--- config.mk ---
export PLATFORM = sky130hd
export DESIGN_NAME = wb_arbiter
export DESIGN_NICKNAME = d
export VERILOG_FILES = /design/src/rtl/wb_arbiter_pkg.sv /design/src/rtl/wb_fifo.sv /design/src/rtl/wb_arbiter.sv
export SDC_FILE = /design/constraint.sdc
export NUM_CORES = 1
export LEC_CHECK = 0
export CORE_AREA = 10 10 164 105
export CTS_CLUSTER_SIZE = 10
export DETAILED_ROUTE_END_ITERATION = 10
export DIE_AREA = 0 0 174 115
export MAX_ROUTING_LAYER = met4
export PLACE_DENSITY = 0.75
export SYNTH_ARGS = -nofsm -noshare
export SYNTH_HDL_FRONTEND = slang
export SYNTH_SLANG_ARGS = --single-unit
--- constraint.sdc ---
create_clock -name clk -period 2.45 [get_ports clk]
set_input_delay 0.245 -clock clk [delete_from_list [all_inputs] [get_ports clk]]
set_output_delay 0.245 -clock clk [all_outputs]
set_load 0.03 [all_outputs]
--- src/rtl/wb_arbiter_pkg.sv ---
// ------------------------------------------------------------------
// wb_arbiter_pkg: register-file geometry and write-port constants
// Rev 1.0
// ------------------------------------------------------------------
`default_nettype none

package wb_arbiter_pkg;

  localparam int REG_BUS      = 32;
  localparam int REG_NUM      = 32;
  localparam int REG_NUM_LOG2 = 5;

  localparam logic               WRITE_ENABLE = 1'b1;
  localparam logic [REG_BUS-1:0] ZERO_WORD    = '0;

endpackage

`default_nettype wire

--- src/rtl/wb_fifo.sv ---
// ------------------------------------------------------------------
// wb_fifo: small synchronous FIFO holding long-latency write-back results
// Rev 1.0
// ------------------------------------------------------------------
`default_nettype none

module wb_fifo #(
  parameter int DEPTH = 2,
  parameter int WIDTH = 37
) (
  input  logic             clk,
  input  logic             rst,
  input  logic             push,
  input  logic             pop,
  input  logic [WIDTH-1:0] din,
  output logic             full,
  output logic             empty,
  output logic [WIDTH-1:0] head
);

  localparam int PTR_W = (DEPTH > 1) ? $clog2(DEPTH) : 1;
  localparam int CNT_W = $clog2(DEPTH) + 1;

  logic [WIDTH-1:0] mem_q [DEPTH];
  logic [WIDTH-1:0] mem_d [DEPTH];
  logic [PTR_W-1:0] wr_ptr_q, wr_ptr_d;
  logic [PTR_W-1:0] rd_ptr_q, rd_ptr_d;
  logic [CNT_W-1:0] count_q,  count_d;
  logic             push_ok, pop_ok;

  assign full    = (count_q == CNT_W'(DEPTH));
  assign empty   = (count_q == '0);
  assign head    = mem_q[rd_ptr_q];
  assign push_ok = push && !full;
  assign pop_ok  = pop && !empty;

  // Pointers wrap naturally because DEPTH is a power of two
  always_comb begin
    mem_d    = mem_q;
    wr_ptr_d = wr_ptr_q + PTR_W'(push_ok);
    rd_ptr_d = rd_ptr_q + PTR_W'(pop_ok);
    count_d  = count_q + CNT_W'(push_ok) - CNT_W'(pop_ok);
    if (push_ok) begin
      mem_d[wr_ptr_q] = din;
    end
  end

  always_ff @(posedge clk) begin
    if (rst) begin
      wr_ptr_q <= '0;
      rd_ptr_q <= '0;
      count_q  <= '0;
    end else begin
      wr_ptr_q <= wr_ptr_d;
      rd_ptr_q <= rd_ptr_d;
      count_q  <= count_d;
    end
  end

  always_ff @(posedge clk) begin
    mem_q <= mem_d;
  end

endmodule

`default_nettype wire

--- src/rtl/wb_arbiter.sv ---
// ------------------------------------------------------------------
// wb_arbiter: merges ALU and long-unit results onto the regfile write port
// Rev 1.0
// ------------------------------------------------------------------
`default_nettype none

module wb_arbiter
  import wb_arbiter_pkg::*;
#(
  parameter int FIFO_DEPTH = 2,
  parameter int NUM_REGS   = REG_NUM,
  parameter int ADDR_W     = REG_NUM_LOG2,
  parameter int DATA_W     = REG_BUS
) (
  input  logic              clk,
  input  logic              rst,
  input  logic              alu_we,
  input  logic [ADDR_W-1:0] alu_waddr,
  input  logic [DATA_W-1:0] alu_wdata,
  input  logic              lu_valid,
  output logic              lu_ready,
  input  logic [ADDR_W-1:0] lu_waddr,
  input  logic [DATA_W-1:0] lu_wdata,
  input  logic              sb_set,
  input  logic [ADDR_W-1:0] sb_set_addr,
  input  logic [ADDR_W-1:0] chk_addr1,
  input  logic [ADDR_W-1:0] chk_addr2,
  output logic              chk_busy1,
  output logic              chk_busy2,
  output logic              RegWrite,
  output logic [ADDR_W-1:0] waddr,
  output logic [DATA_W-1:0] wdata
);

  localparam int ENTRY_W = ADDR_W + DATA_W;

  logic               fifo_full, fifo_empty;
  logic [ENTRY_W-1:0] fifo_head;
  logic [ADDR_W-1:0]  head_addr;
  logic [DATA_W-1:0]  head_data;
  logic               push, pop, alu_wr;

  logic               reg_write_q, reg_write_d;
  logic [ADDR_W-1:0]  waddr_q,     waddr_d;
  logic [DATA_W-1:0]  wdata_q,     wdata_d;
  logic [NUM_REGS-1:0] busy_q,     busy_d;

  assign lu_ready  = !fifo_full;
  assign push      = lu_valid && !fifo_full;
  assign alu_wr    = alu_we && (alu_waddr != '0);
  assign pop       = !alu_wr && !fifo_empty;
  assign head_addr = fifo_head[DATA_W +: ADDR_W];
  assign head_data = fifo_head[DATA_W-1:0];

  wb_fifo #(
    .DEPTH (FIFO_DEPTH),
    .WIDTH (ENTRY_W)
  ) u_fifo (
    .clk   (clk),
    .rst   (rst),
    .push  (push),
    .pop   (pop),
    .din   ({lu_waddr, lu_wdata}),
    .full  (fifo_full),
    .empty (fifo_empty),
    .head  (fifo_head)
  );

  always_comb begin
    reg_write_d = 1'b0;
    waddr_d     = waddr_q;
    wdata_d     = wdata_q;
    if (alu_wr) begin
      reg_write_d = WRITE_ENABLE;
      waddr_d     = alu_waddr;
      wdata_d     = alu_wdata;
    end else if (pop) begin
      reg_write_d = (head_addr != '0);
      waddr_d     = head_addr;
      wdata_d     = head_data;
    end
  end

  // A new issue to the register being retired keeps it busy
  always_comb begin
    busy_d = busy_q;
    if (pop) begin
      busy_d[head_addr] = 1'b0;
    end
    if (sb_set && (sb_set_addr != '0)) begin
      busy_d[sb_set_addr] = 1'b1;
    end
    busy_d[0] = 1'b0;
  end

  always_ff @(posedge clk) begin
    if (rst) begin
      reg_write_q <= 1'b0;
      waddr_q     <= '0;
      wdata_q     <= DATA_W'(ZERO_WORD);
      busy_q      <= '0;
    end else begin
      reg_write_q <= reg_write_d;
      waddr_q     <= waddr_d;
      wdata_q     <= wdata_d;
      busy_q      <= busy_d;
    end
  end

  assign RegWrite  = reg_write_q;
  assign waddr     = waddr_q;
  assign wdata     = wdata_q;
  assign chk_busy1 = busy_q[chk_addr1];
  assign chk_busy2 = busy_q[chk_addr2];

endmodule

`default_nettype wire

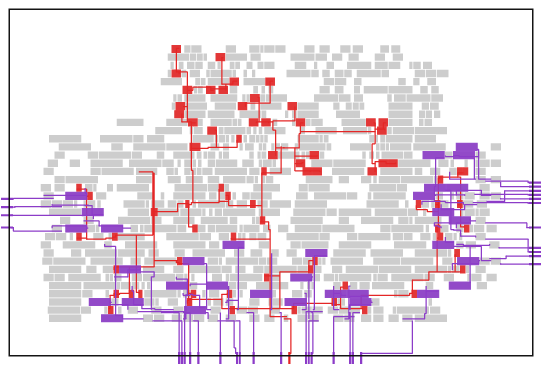
port_nets.png
Scale: 3 px per µm.
legend:
  red:
    port: `rst`
    bits: 1
    direction: input
    edge: bottom
    end_cells: 73
    buffers: 3
    wire: 861 µm
  purple:
    port: `wdata`
    bits: 32
    direction: output
    edge: 17 bottom, 11 right, 4 left
    end_cells: 32
    buffers: 32
    wire: 1160 µm
port bufs: 134
num ports: 135

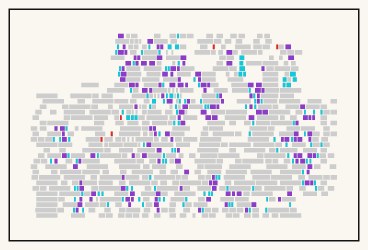
gate_families.png
Scale: 2 px per µm.
legend:
  purple:
    family: inverting AOI/OAI gates
    cells: 144
  cyan:
    family: NAND gates
    cells: 126
  red:
    family: inverters
    cells: 5
combinational share of cell area: 0.2912
post-route insts no fill: 927
Commonest Layout Cell: clkdlybuf4s50_1

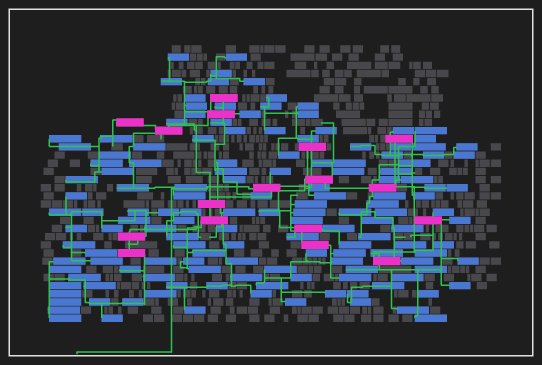
clock_map.png
Scale: 3 px per µm.
legend:
  blue:
    item: flip-flops
    count: 147
  magenta:
    item: cells driving clock nets
    count: 17
  green:
    item: clock wires
    length: 1710 µm
routed clock nets: 18
Clk pwr share: 0.331
Late-Pin Clk Latency: 0.42 ns

==> results.yml <==
# generated from flow reports
setup_path:
  critPathMaxFanout: 3
  rr_startpoint: "u_fifo.rd_ptr_q$_SDFF_PP0_"
  critPathBufInv: 1
  rrSetupSlack_ns: 0.66
  start_kind: "register"
  worst_r2r_endpoint: "busy_q[13]$_SDFF_PP0_"
  critical_path.top_delay_family: "simple AND/OR/NAND/NOR gates"
  crit_path_cell_trace: "mux4_2 -> and4b_1 -> or4_4 -> buf_6"
  crit_path_end_kind: "output port"
synthesis:
  ys_sh_adder: 0.007775
  top_logic_kind: "AND-OR/OR-AND gates"
  ys_ff: 147
  synthTopCellsByCount: "nand2_1, edfxtp_1, dfxtp_1"
  syn_nets: 668
  synthMuxAreaShare: 0.1137
  yosys.cell_count.top_type: "nand2_1"
  postSynthCellCount: 570
  synthFlopType: "edfxtp_1"
  syn_avg_cell_area_um2: 11.29
  topCellsByArea: "edfxtp_1, dfxtp_1, nand2_1"
  simple_gate_area_frac: 0.1211
  synth-compound-area-share: 0.1512
  edf_count: 74
  async_reset_ff_frac: 0
  synth_chip_area_um2: 6437
clock_tree:
  cts_hold_buf: 0
  cts_tree: "done"
  cts_buffer_depth: 2
  clkTransAtPathRegs_ns: 0.07
  postCtsSetupRepairBufs: 0
  cts_sinks: 147
power:
  p_leak_uw: 0.002991
  pwr-share-comb: 0.279
  power_frac_seq: 0.390
  p_sw_frac: 0.3233
  powerComb_uw: 2260
  p_switching_uw: 2613
  power.group.top: "registers"
  power_density_nw_per_um2: 917.7
  p_total_uw: 8082
global_route:
  use_met1: 0.2625
  groute.usage.overall: 0.1912
  grt_pass1_wl_mm: 29.24
  top_usage_layer: "met2"
  grt_max_degree: 66
final_layout:
  largest_register_ffs: 74
  nets: 814
  biggestCellCategory: "flip-flops and latches"
  drive_gt1_frac: 0.1372
  buffers: 168
  sh_seq_area: 0.4184
  buffer_area_frac: 0.1904
  comb_area_um2: 2565
  clock_cell_area_share: 0.06975
  nonClockInverterCount: 5
  antenna_cells: 0
  flop-count: 147
  comb_cells: 377
  nClkBuffers: 17
  regArea_um2: 3685
timing:
  hold_ws_ns: 0.3470
  setup_tns_ns: 0
  finalCriticalPeriod_ns: 2.412
  finalHoldViolCount: 0
  setup_viol: 0
  slew_headroom: 0.5266
  fmax_mhz: 414.6
min_path:
  min_from: "rst"
  hold_path_depth: 2
  min_to: "u_fifo.count_q[1]$_SDFF_PP0_"
route:
  wl_met3_mm: 1.375
  ant_nets: 0
  first_pass_iters: 6
run:
  max_cap_viol_count: 0
die:
  rows: 34
  initCoreUtil: 0.4531
  die.size.y_um: 115
status:
  outcome: "completed"
placed_design:
  dp_slack_ns: -0.6134
  dp_cells: 895
  dp_hpwl_mm: 13.66
Power is estimated from default activity; no workload was simulated.
